[config.mk]
export PLATFORM = sky130hd
export DESIGN_NAME = sprite_motion_ctrl
export DESIGN_NICKNAME = d
export VERILOG_FILES = /design/src/rtl/sprite_motion_ctrl.sv
export SDC_FILE = /design/constraint.sdc
export NUM_CORES = 1
export LEC_CHECK = 0
export CAP_MARGIN = 5
export CORE_MARGIN = 10
export CORE_UTILIZATION = 35
export CTS_CLUSTER_DIAMETER = 200
export DETAILED_ROUTE_END_ITERATION = 10
export PLACE_DENSITY = 0.57
export SYNTH_ARGS = -nofsm -noshare
export SYNTH_HDL_FRONTEND = slang
export SYNTH_SLANG_ARGS = --single-unit
[constraint.sdc]
create_clock -name clk -period 4.1 [get_ports clk]
set_input_delay 0.41 -clock clk [delete_from_list [all_inputs] [get_ports clk]]
set_output_delay 0.41 -clock clk [all_outputs]
set_load 0.03 [all_outputs]
[src/rtl/sprite_motion_ctrl.sv]
// sprite_motion_ctrl: turns PS/2 key events into per-frame sprite moves and index steps,
// committed only at the vblank rising edge so sprite state never changes in active video.
module sprite_motion_ctrl #(
    parameter int MAX_X    = 1279,
    parameter int MAX_Y    = 719,
    parameter int SPRITE_W = 32,
    parameter int SPRITE_H = 32,
    parameter int STEP     = 1,
    parameter int INIT_X   = 100,
    parameter int INIT_Y   = 100
) (
    input  logic        clk,
    input  logic        reset_n,
    input  logic [10:0] ps2_key,
    input  logic        vblank,
    output logic [10:0] sprite_x,
    output logic [9:0]  sprite_y,
    output logic [3:0]  sprite_index,
    output logic        frame_update,
    output logic [4:0]  keys_held
);
    localparam int X_LIM = MAX_X - SPRITE_W + 1;
    localparam int Y_LIM = MAX_Y - SPRITE_H + 1;

    typedef enum logic [1:0] {WAIT_VB, APPLY, DONE} state_t;
    state_t state, state_nx;

    logic              prev, primed, space_pending, vblank_d, ev;
    logic [4:0]        hit;
    logic signed [11:0] dx, nx;
    logic signed [10:0] dy, ny;
    logic [10:0]       x_cl;
    logic [9:0]        y_cl;

    // the first cycle after reset only primes prev, so a stale toggle level is not an event
    assign ev = primed && (ps2_key[10] != prev) && !ps2_key[8];

    always_comb begin
        hit = {ps2_key[7:0] == 8'h29, ps2_key[7:0] == 8'h23, ps2_key[7:0] == 8'h1B,
               ps2_key[7:0] == 8'h1C, ps2_key[7:0] == 8'h1D} & {5{ev}};
        dx = (keys_held[3] && !keys_held[1]) ? 12'(STEP) : (keys_held[1] && !keys_held[3]) ? 12'(-STEP) : 12'sd0;
        dy = (keys_held[2] && !keys_held[0]) ? 11'(STEP) : (keys_held[0] && !keys_held[2]) ? 11'(-STEP) : 11'sd0;
        nx = $signed({1'b0, sprite_x}) + dx;
        ny = $signed({1'b0, sprite_y}) + dy;
        x_cl = (nx < 0) ? 11'd0 : (nx > X_LIM) ? 11'(X_LIM) : nx[10:0];
        y_cl = (ny < 0) ? 10'd0 : (ny > Y_LIM) ? 10'(Y_LIM) : ny[9:0];
        state_nx = (state == WAIT_VB) ? ((vblank && !vblank_d) ? APPLY : WAIT_VB) :
                   (state == APPLY) ? DONE : WAIT_VB;
    end

    always_ff @(posedge clk or negedge reset_n) begin
        if (!reset_n) begin
            state         <= WAIT_VB;
            prev          <= 1'b0;
            primed        <= 1'b0;
            vblank_d      <= 1'b0;
            keys_held     <= '0;
            space_pending <= 1'b0;
            sprite_x      <= 11'(INIT_X);
            sprite_y      <= 10'(INIT_Y);
            sprite_index  <= '0;
            frame_update  <= 1'b0;
        end else begin
            state         <= state_nx;
            prev          <= ps2_key[10];
            primed        <= 1'b1;
            vblank_d      <= vblank;
            keys_held     <= ps2_key[9] ? (keys_held | hit) : (keys_held & ~hit);
            // a press landing in the APPLY cycle wins over the consume, deferring it a frame
            space_pending <= (hit[4] && ps2_key[9]) || (space_pending && state != APPLY);
            frame_update  <= state == DONE;
            if (state == APPLY) begin
                sprite_x     <= x_cl;
                sprite_y     <= y_cl;
                sprite_index <= sprite_index + 4'(space_pending);
            end
        end
    end
endmodule

==> run_1/ff_map.png <==
The bar under the picture is 20 microns long.
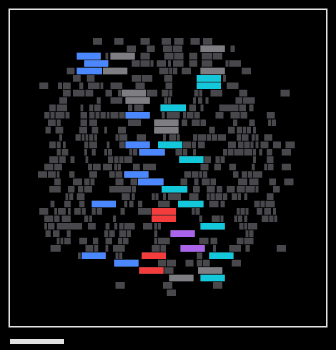
[sprite_index] red | flops: 4 | where: bottom center
[state] purple | flops: 2
[sprite_x] blue | flops: 11
[sprite_y] cyan | flops: 10
sequential cell area in the final layout: 933 sq um
share of the core filled with cells: 41.8%
Sequential Power: 484 uW
register fraction of the total cell area: 24.4%

==> run_1/clock_nets.png <==
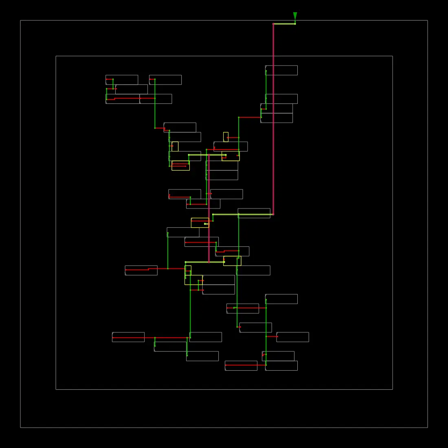
clock sinks: 37
skew final: 6.16 ps
number of flip-flops and latches: 37
number of clock buffers inserted by TritonCTS: 5
clock buffer count in the final layout: 6

==> run_1/closeup.png <==
Region (72, 14) to (102, 44) microns. Cells in gray, sequential cells in the stronger gray; small squares are vias.
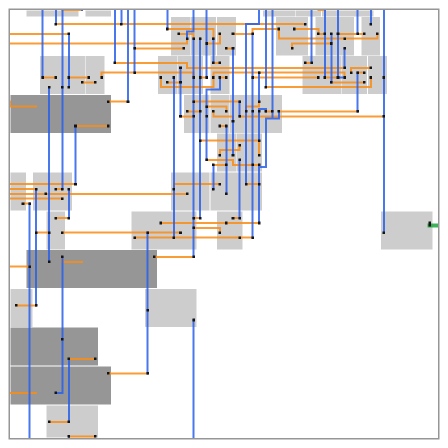
[M1] orange
[M2] blue
[M3] green
most frequent: nand2_1 (7), dfrtp_1 (4)
cells with their middle in the window: 33
sequential cells in the window: 4
netlist names of flops here include: sprite_y (3), frame_update (1)

==> summary.txt, run 1 <==
Implementation numbers.

- Among logic cells in the layout, the one with the most instances is nand2_1.
- The share of synthesized area in the top cell type comes to 23.9%.
- The combinational gate power is 385 uW.
- For this run, the slowest stage of the critical path takes 490 ps.
- The global-route wire length before repair is 14000 microns.
- All stages included, the depth of the critical timing path comes to 12.
- STA lists the maximum fanout along the critical path as 8.
- Per the post-synthesis report, the nets total 421.
- The number of non-clock inverters is 16.
- The power report lists cell-internal power as 694 uW.
- The flow ran to the end, and the final reports show no timing, DRC or antenna violations.
- The final weighted congestion recorded by global placement is 0.836.
- According to the tapcell log, the count of inserted taps is 111.
- The met3 wirelength from detailed routing is 229 microns.
- The worst max-slew margin expressed relative to the limit is 45.1%.
- Of all power groups, the one with the highest power is registers.
- Dividing total power by cell area gives a power density of 289 nW/um^2.
- The aggregate negative setup slack is 0 ps.
- The number of hold buffers added after cts is 0.
- Summing the sequential cell areas from Yosys gives 28.8% of the chip area.
- The setup-violating endpoint count in the final report is 0.
- The layer with the highest usage after global routing is met2.
- The power drawn by the clock network is 237 uW.
- In the detailed route, the total length drawn on met2 is 4140 microns.
- Routing resource usage on met3 recorded by global route was 1.95%.
- The placed wire-length estimate is 6150 microns.
- According to the report, the first pass of detailed routing completed in 4 iterations.
- Once the floorplan was initialized, standard cells occupied 35.4% of the core.
- The detail route stage leaves a number of antenna-violating nets equal to 0.
- The number of levels the H-tree was split into is 2.
- In this run the layout overhead on the synthesized area is reported as 17.9%.
- The largest cell class by area is combinational gates.
- The die footprint is 13500 sq um.
- The number of cells on the worst reg-to-reg path is 12.
- The root cell of the clock tree is clkbuf_8.
- For this run, the leading register cell type out of synthesis is dfrtp_1.
- The library cell contributing the largest single delay on the critical path is fa_1.
- Buffers added to address setup during post-CTS repair amount to 0.
- For this run, design rule violations remaining after detail routing come to 0.
- In this design, the largest share of critical-path delay is due to AND-OR/OR-AND gates.
- The met1 wire length is 3790 microns.
- From bottom edge to top edge, the die measures 116 microns.
- Per the detail_route report, routed wire per instance is 15.4 microns.
- Once placement completed, the tool counted placed cells totaling 528.
- At the placement stage, the worst setup path has a slack of 679 ps.
- Per the run summary, max-cap violations total 0.
- The number of antenna violations at the first check in global routing is 0.
- The fraction of final layout cells with drive strength greater than 1 is 7.29%.
- The type of element capturing the critical path is a flop.
- The area share of and/or/nand/nor cells after synthesis is 25.0%.
- Sequential cells burn 43.8% of the power.
- The number of I/O port buffers is 44.
==> inputs of run 2 (changes only) <==
- PLACE_DENSITY: 0.57 -> 0.59
- clock period: 4.1 -> 2.94 ns (I/O delays scaled with it)
==> run_2/sizing.png <==
The bar under the picture is 20 microns long.
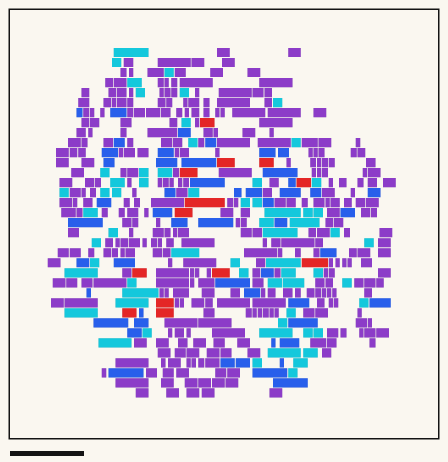
[x1 and smaller] purple | cells: 337 | most used: nand2_1
[x2] blue | cells: 51
[x3 and x4] cyan | cells: 62 | most used: buf_4
[x6 and larger] red | cells: 13 | most used: clkbuf_8
Buffers excl. clock: 88
area growth from synthesis to layout: 39.8%
smallest setup slack after layout: -79.2 ps

==> run_2/clock_wires.png <==
The bar under the picture is 20 microns long.
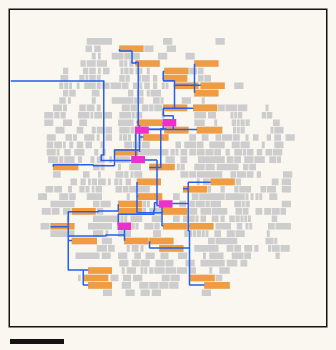
[clock-net drivers] magenta | count: 5
[clock wires] blue | length: 539 microns
[flip-flops] orange | count: 37
routed clock nets: 6
skew final: 3.80 ps
Clock net power: 456 uW

==> run 2 against run 1 <==
  * The flow now finishes with violations (setup timing)
  * Worst setup slack worse by 760 ps
  * Register-to-register slack worse by 760 ps
  * Global-route usage is 1.5 points higher
  * Critical path type unchanged
  * Critical endpoint is now sprite_y[0]$_DFFE_PN0P_
  * Largest cell class unchanged
==> summary.txt, run 2 <==
Implementation numbers.

- The flow ran to the end, but the final reports show violations.
- The final reports fail on setup timing.
- Counting endpoints that fail hold in the final report gives 0.
- Looking at the cell usage after synthesis, the top flip-flop cell is dfrtp_1.
- The number of nets with antenna violations after detailed routing is 0 (unchanged).
- The number of hold buffers added after cts was 0 (unchanged).
- STA classifies the critical path startpoint as a flop.
- The sequential share of power is 37.5% (-6.3 points).
- The library cell occupying the most area in the post-synthesis netlist is dfrtp_1.
- The net count of the mapped netlist came to 421 (unchanged).
- For the pin with the worst max-slew slack, the measured transition is 844 ps.
- The count of inserted tapcells came to 111 (unchanged).
- The wire length on met2 is 4690 microns (+13%).
- The global placer's final weighted congestion is 0.798 (-4.5%).
- The utilization after layout came to 49.5% (+7.8 points).
- The number of levels the H-tree was split into is 2 (unchanged).
- The power in sequential cells is 678 uW (+40%).
- The multi-input combinational cells in the finished layout cover a total of 2480 sq um.
- The worst max-slew margin expressed relative to the limit came to 43.7% (-1.3 points).
- The layer with the highest usage after global routing is met2.
- The chip height is 116 microns (unchanged).
- The met1 wire length was 4040 microns (+6.6%).
- The tally of max-capacitance violations is 0 (unchanged).
- The aggregate negative setup slack came to -494 ps (-494 ps).
- The tree is rooted in a clkbuf_8.
- The DRC violations left is 0 (unchanged).
- The type of element capturing the critical path is a flop.
- Dividing the final minimum period by the clock period gives 103%.
- The largest stage delay on the critical path is 430 ps (-60 ps).
- The cell-internal power is 1.16 mW (+67%).
- The layout sequential cell count is 37 (unchanged).
- The share of the final layout cell area in sequential cells is 20.7% (-3.7 points).
- The final worst setup slack is -79.2 ps.
- The met3 track utilization from global routing is 2.41% (+0.46 points).
- The number of placed instances, taps included came to 559 (+5.9%).
- The fraction of the yosys area taken by sequential cells was 28.8% (unchanged).
- The area share of and/or/nand/nor cells after synthesis is 25.0% (unchanged).
- The number of CTS-inserted buffers is 5 (unchanged).
- The library cell contributing the largest single delay on the critical path is dfrtp_2.
- The setup-violating endpoint count in the final report is 11 (+11).
- The fraction of final layout cells with drive strength greater than 1 is 27.2% (+20 points).
- The global-route wire length before repair was 15600 microns (+12%).
- The die footprint came to 13500 sq um (unchanged).
- The detailed-router iteration count before antenna repair is 4 (unchanged).
- The setup slack at placement came to -160 ps (-839 ps).
- The most frequent logic cell in the layout is nand2_1.
- The number of non-clock inverters is 16 (unchanged).
- The CTS sink count came to 37 (unchanged).
- The largest cell class by area is combinational gates.
- Global routing used 13.8% of the available tracks.
- The area share of the leading cell type in the synthesized netlist is 23.9% (unchanged).
- The starting density of the core is 35.4% (unchanged).
- The number of I/O port buffers is 44 (unchanged).
- Ranked by power, first place goes to registers.
- The critical path depth is 12 (unchanged).
- The total power per unit cell area came to 399 nW/um^2 (+38%).
- The number of setup buffers added after CTS is 4 (+4).
- The number of cells on the worst reg-to-reg path is 12 (unchanged).
- Synthesis produced 394 cells.
- The largest fanout on the critical path is 8 (unchanged).
- On the critical path the largest part of the delay comes from AND-OR/OR-AND gates.
- The average wire per cell in the routed design came to 16.0 microns (+3.6%).
- The combinational gate power is 675 uW (+75%).
- The clock tree buffer count of the final layout is 7 (+1).
- The placed wire-length estimate came to 6630 microns (+7.9%).
- No sink is reached through more buffers than the 2 on the longest clock path.
Power figures rest on the tool's default switching activity, not on a simulated workload.
